### src/rtl/fifo_uart_tx.sv
// FIFO drain stage: pops one byte per frame and shifts it out as 8N1/8N2 UART.
// The FIFO sees s_ready only in IDLE, so it stalls for the whole frame.
module fifo_uart_tx #(
    parameter int CLKS_PER_BIT = 16,
    parameter int STOP_BITS    = 1
) (
    input  logic       clk,
    input  logic       rst,
    input  logic       s_valid,
    input  logic [7:0] s_data,
    output logic       s_ready,
    output logic       tx,
    output logic       busy
);

    localparam int BW = $clog2(CLKS_PER_BIT * STOP_BITS);
    localparam logic [BW-1:0] BIT_END = BW'(CLKS_PER_BIT - 1);
    // One cycle short: the IDLE accept cycle completes the last stop bit.
    localparam logic [BW-1:0] STOP_END = BW'(STOP_BITS * CLKS_PER_BIT - 2);

    if (CLKS_PER_BIT < 2 || !(STOP_BITS == 1 || STOP_BITS == 2)) begin : g_bad_param
        $error("fifo_uart_tx: illegal CLKS_PER_BIT or STOP_BITS");
    end

    typedef enum logic [1:0] {
        IDLE,
        START,
        DATA,
        STOP
    } state_t;

    state_t        state, state_nx;
    logic [BW-1:0] baud, baud_nx;
    logic [2:0]    bit_cnt, bit_nx;
    logic [7:0]    shift, shift_nx;
    logic          tx_nx;

    assign s_ready = (state == IDLE) && !rst;
    assign busy    = (state != IDLE);

    always_ff @(posedge clk or posedge rst) begin
        if (rst) begin
            state   <= IDLE;
            baud    <= '0;
            bit_cnt <= '0;
            shift   <= '0;
            tx      <= 1'b1;
        end else begin
            state   <= state_nx;
            baud    <= baud_nx;
            bit_cnt <= bit_nx;
            shift   <= shift_nx;
            tx      <= tx_nx;
        end
    end

    always_comb begin
        state_nx = state;
        baud_nx  = baud + 1'b1;
        bit_nx   = bit_cnt;
        shift_nx = shift;
        tx_nx    = tx;
        unique case (state)
            IDLE: begin
                baud_nx = '0;
                tx_nx   = 1'b1;
                if (s_valid && s_ready) begin
                    state_nx = START;
                    shift_nx = s_data;
                    bit_nx   = '0;
                    tx_nx    = 1'b0;
                end
            end
            START: begin
                if (baud == BIT_END) begin
                    state_nx = DATA;
                    baud_nx  = '0;
                    bit_nx   = '0;
                    tx_nx    = shift[0];
                    shift_nx = {1'b0, shift[7:1]};
                end
            end
            DATA: begin
                if (baud == BIT_END) begin
                    baud_nx = '0;
                    if (bit_cnt == 3'd7) begin
                        state_nx = STOP;
                        tx_nx    = 1'b1;
                    end else begin
                        bit_nx   = bit_cnt + 3'd1;
                        tx_nx    = shift[0];
                        shift_nx = {1'b0, shift[7:1]};
                    end
                end
            end
            STOP: begin
                tx_nx = 1'b1;
                if (baud == STOP_END) begin
                    state_nx = IDLE;
                    baud_nx  = '0;
                end
            end
            default: begin
                state_nx = IDLE;
                baud_nx  = '0;
                tx_nx    = 1'b1;
            end
        endcase
    end

endmodule

### config.mk
export PLATFORM = sky130hd
export DESIGN_NAME = fifo_uart_tx
export DESIGN_NICKNAME = d
export VERILOG_FILES = /design/src/rtl/fifo_uart_tx.sv
export SDC_FILE = /design/constraint.sdc
export NUM_CORES = 1
export LEC_CHECK = 0
export CORE_ASPECT_RATIO = 1.1
export CORE_UTILIZATION = 42
export CTS_CLUSTER_DIAMETER = 200
export DETAILED_ROUTE_END_ITERATION = 16
export REMOVE_ABC_BUFFERS = 1
export SYNTH_ARGS = -nofsm -noshare
export SYNTH_HDL_FRONTEND = slang
export SYNTH_SLANG_ARGS = --single-unit
### constraint.sdc
create_clock -name clk -period 2.21 [get_ports clk]
set_clock_uncertainty 0.2 [all_clocks]
set_input_delay 0.221 -clock clk [delete_from_list [all_inputs] [get_ports clk]]
set_output_delay 0.221 -clock clk [all_outputs]
set_load 0.1 [all_outputs]
run_1/logic_types.png
Bar = 20 um.
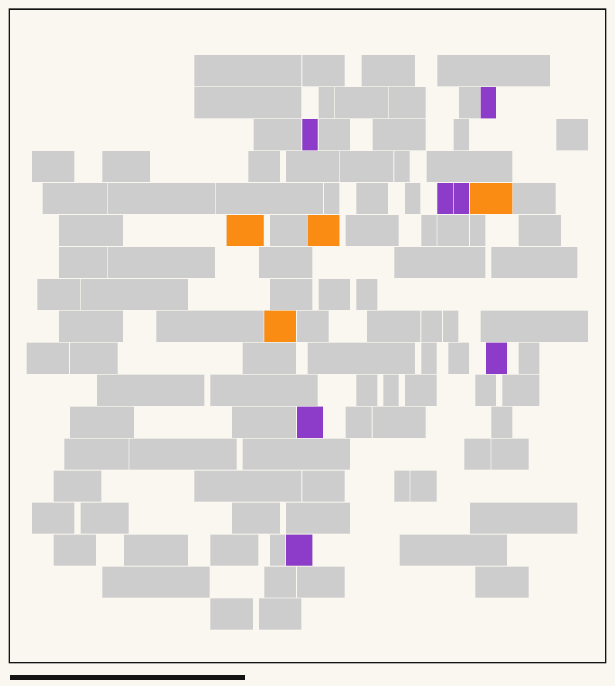
- orange: non-inverting ao/oa cells (cells 4)
- purple: nor cells (cells 7)
most frequent standard cell in the layout excluding fill and tap cells: dfrtp_1
non-filler instance count after layout: 139
logic share of the area: 46.2%

run_1/clk_routes.png
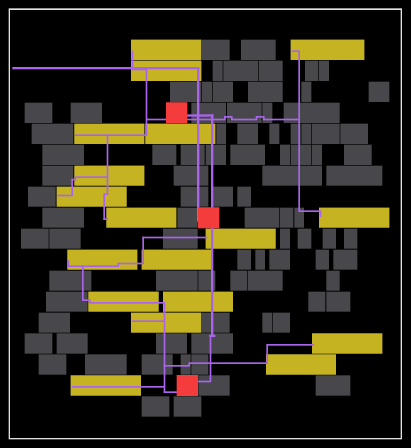
- yellow: flip-flops (count 18)
- purple: clock wires (length 268 um)
- red: clock drivers (count 3)
- routed clock nets: 4
relative contribution of the clock network to total power: 33.0%
later-pin clock latency in the skew report: 0.30 ns
clock distribution power: 175 uW

==> qor.tcl, run 1 <==
set qor(arrival_ns) 2.10
set qor(maxClockFrequency_mhz) 474
set qor(place.detailed.instances) 135
set qor(grt_util_met1_pct) 18.1
set qor(sh_seq_area_pct) 34.6
set qor(n_sequential_cell) 18
set qor(maximum_number_of_pins_on_one_net_before_global_route_repair) 19
set qor(worst-setup-path-type) {flip-flop to flip-flop}
set qor(ant_nets) 0
set qor(synth-edff-count) 0
set qor(cp.depth) 7
set qor(worstSetupEndpointType) {flip-flop}
set qor(die_area_mm2) 0.00281
set qor(drv_slew) 0
set qor(max-vdd-ir-drop_mv) 0.247
set qor(crit_family) {flip-flops}
set qor(drive_gt1_share_pct) 28.7
set qor(n_all_inverters) 6
set qor(top_area_cell_class) {multi-input combinational cells}
set qor(grt_overflow_total) 0
set qor(status) {finished, final reports clean}
set qor(mux_area_share_pct) 21.2
set qor(setup-tns-final_ns) 0
set qor(layout.comb_gates.multi_input) 65
set qor(detailed_place.area_mm2) 0.00128
set qor(global_route.peak_usage_layer) {met2}
set qor(compound_area_share_pct) 8.71
set qor(crit_path_end) {shift[7]$_DFFE_PP0P_}
set qor(maxSlewHeadroom_pct) 53.9
set qor(routabilityCongestion) 0.724
set qor(cts_resized) 0
set qor(cts.clk_slew.worst_paths_ns) 0.10
set qor(leading_cell_types_by_count_after_synthesis) {dfrtp_1 (17), ha_1 (10), mux2_2 (9), mux2_4 (8), inv_1 (6)}
set qor(met1_length_um) 850
run_1/wires.png
Bar = 20 um.
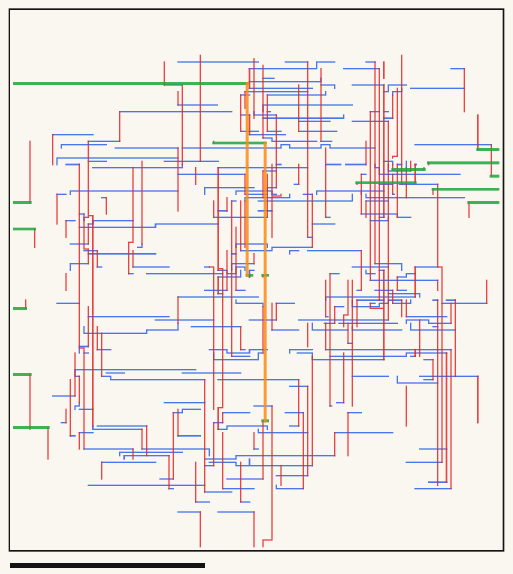
- orange: metal 4 (wire length 48.3 um)
- blue: metal 1 (wire length 851 um)
- red: metal 2 (wire length 838 um)
- green: metal 3 (wire length 68.5 um)
wirelength, routed: 1810 um
WL/cell: 13.0 um
DR vias: 717
overall fraction of global-route tracks in use: 15.4%

run_1/cell_density.png
10 x 11 tiles, from dark blue (low) to red (high), 0 to 100% covered.
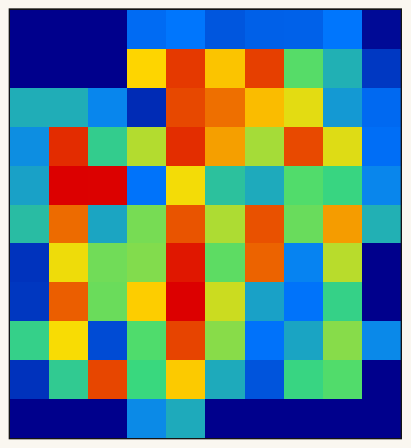
- nearly empty tiles: 16%
- tiles over 75% full: 23%
- mean over tiles: 45%
- fullest tile: 100%
- densest ninth of the die: middle
core box area: 0.00247 mm^2
effective utilization at floorplan: 44.2%
utilization after layout: 52.7%

==> run 2: changes to the inputs <==
DONT_BUFFER_PORTS = 1   (was unset)
clock period = 2.6 ns   (was 2.21 ns; I/O delays follow)
run_2/wires.png
Bar = 20 um.
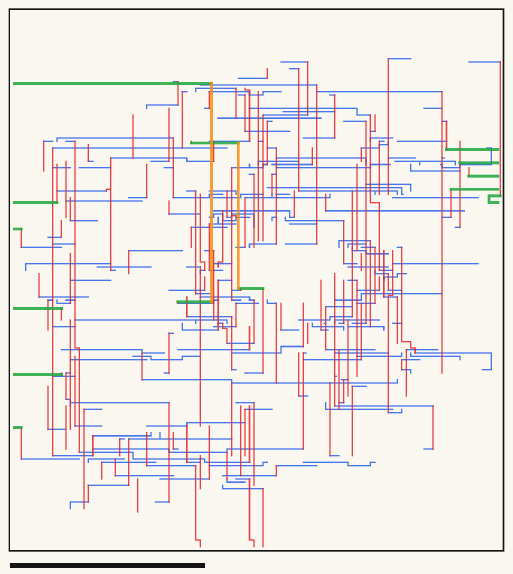
- blue: metal 1 (wire length 869 um)
- green: metal 3 (wire length 66.2 um)
- orange: metal 4 (wire length 37.4 um)
- red: metal 2 (wire length 840 um)
DR vias: 665
WL/cell: 14.2 um

==> run 2 against run 1 <==
  * Critical path depth shrank 2
  * Core utilization shrank 4.1 points
  * Synthesized cell count is the same
  * Total power shrank 12%
  * Critical path type unchanged
  * Critical endpoint is now shift[6]$_DFFE_PP0P_
  * Largest power group unchanged
==> qor.tcl, run 2 <==
set qor(clock_latency_ns) 0.30 ;# about the same
set qor(n_all_inverters) 6 ;# unchanged
set qor(power.clock.fraction_pct) 37.7 ;# +4.7 points
set qor(top_area_cell_class) {multi-input combinational cells}
set qor(worst-setup-path-type) {flip-flop to flip-flop}
set qor(lay_top_count) {dfrtp_1}
set qor(sh_seq_area_pct) 37.6 ;# +3.0 points
set qor(power_clock_uw) 175 ;# about the same
set qor(instances_no_fill) 128 ;# -7.9%
set qor(layout.comb_gates.multi_input) 65 ;# unchanged
set qor(crit_family) {AND-OR/OR-AND gates}
set qor(leading_cell_types_by_count_after_synthesis) {dfrtp_1 (17), ha_1 (10), mux2_2 (9), mux2_4 (8), inv_1 (6)}
set qor(worstSetupEndpointType) {flip-flop}
set qor(fp_util_pct) 44.2 ;# unchanged
set qor(grt_util_all_layers_pct) 15.3 ;# -0.035 points
set qor(n_sequential_cell) 18 ;# unchanged
set qor(global_route.peak_usage_layer) {met2}
set qor(arrival_ns) 2.36 ;# +0.26 ns
set qor(maxSlewHeadroom_pct) 51.1 ;# -2.9 points
set qor(routabilityCongestion) 0.753 ;# +4.1%
set qor(antenna_found_initial) 0
set qor(detailed_place.area_mm2) 0.00114 ;# -10%
set qor(ant_nets) 0 ;# unchanged
set qor(cp.depth) 5 ;# -2
set qor(setup-tns-final_ns) 0 ;# unchanged
set qor(compound_area_share_pct) 8.71 ;# unchanged
set qor(status) {finished, final reports clean}
set qor(mux_area_share_pct) 21.2 ;# unchanged
set qor(synth-edff-count) 0 ;# unchanged
set qor(max-vdd-ir-drop_mv) 0.226 ;# -8.6%
set qor(die_area_mm2) 0.00281 ;# unchanged
set qor(dp_worst_setup_slack_ns) 0.242
set qor(place.detailed.instances) 122 ;# -9.6%
set qor(maximum_number_of_pins_on_one_net_before_global_route_repair) 19 ;# unchanged
set qor(crit_path_end) {shift[6]$_DFFE_PP0P_}
set qor(drive_gt1_share_pct) 30.9 ;# +2.2 points
set qor(core_region_area_mm2) 0.00247 ;# unchanged
set qor(met1_length_um) 869 ;# +2.2%
set qor(cts.clk_slew.worst_paths_ns) 0.11 ;# about the same
run_2/cell_density.png
10 x 11 tiles, from dark blue (low) to red (high), 0 to 100% covered.
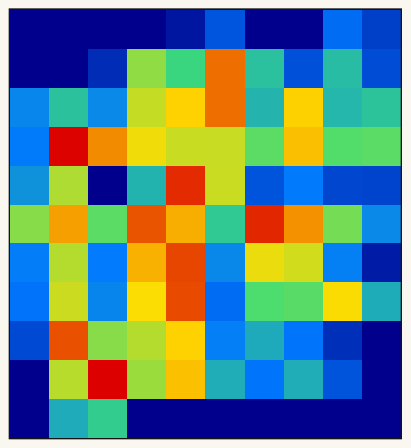
- emptiest ninth of the die: bottom right
- mean over tiles: 41%
- tiles over 75% full: 18%
utilization after layout: 48.6%

Power and IR drop assume default switching activity.
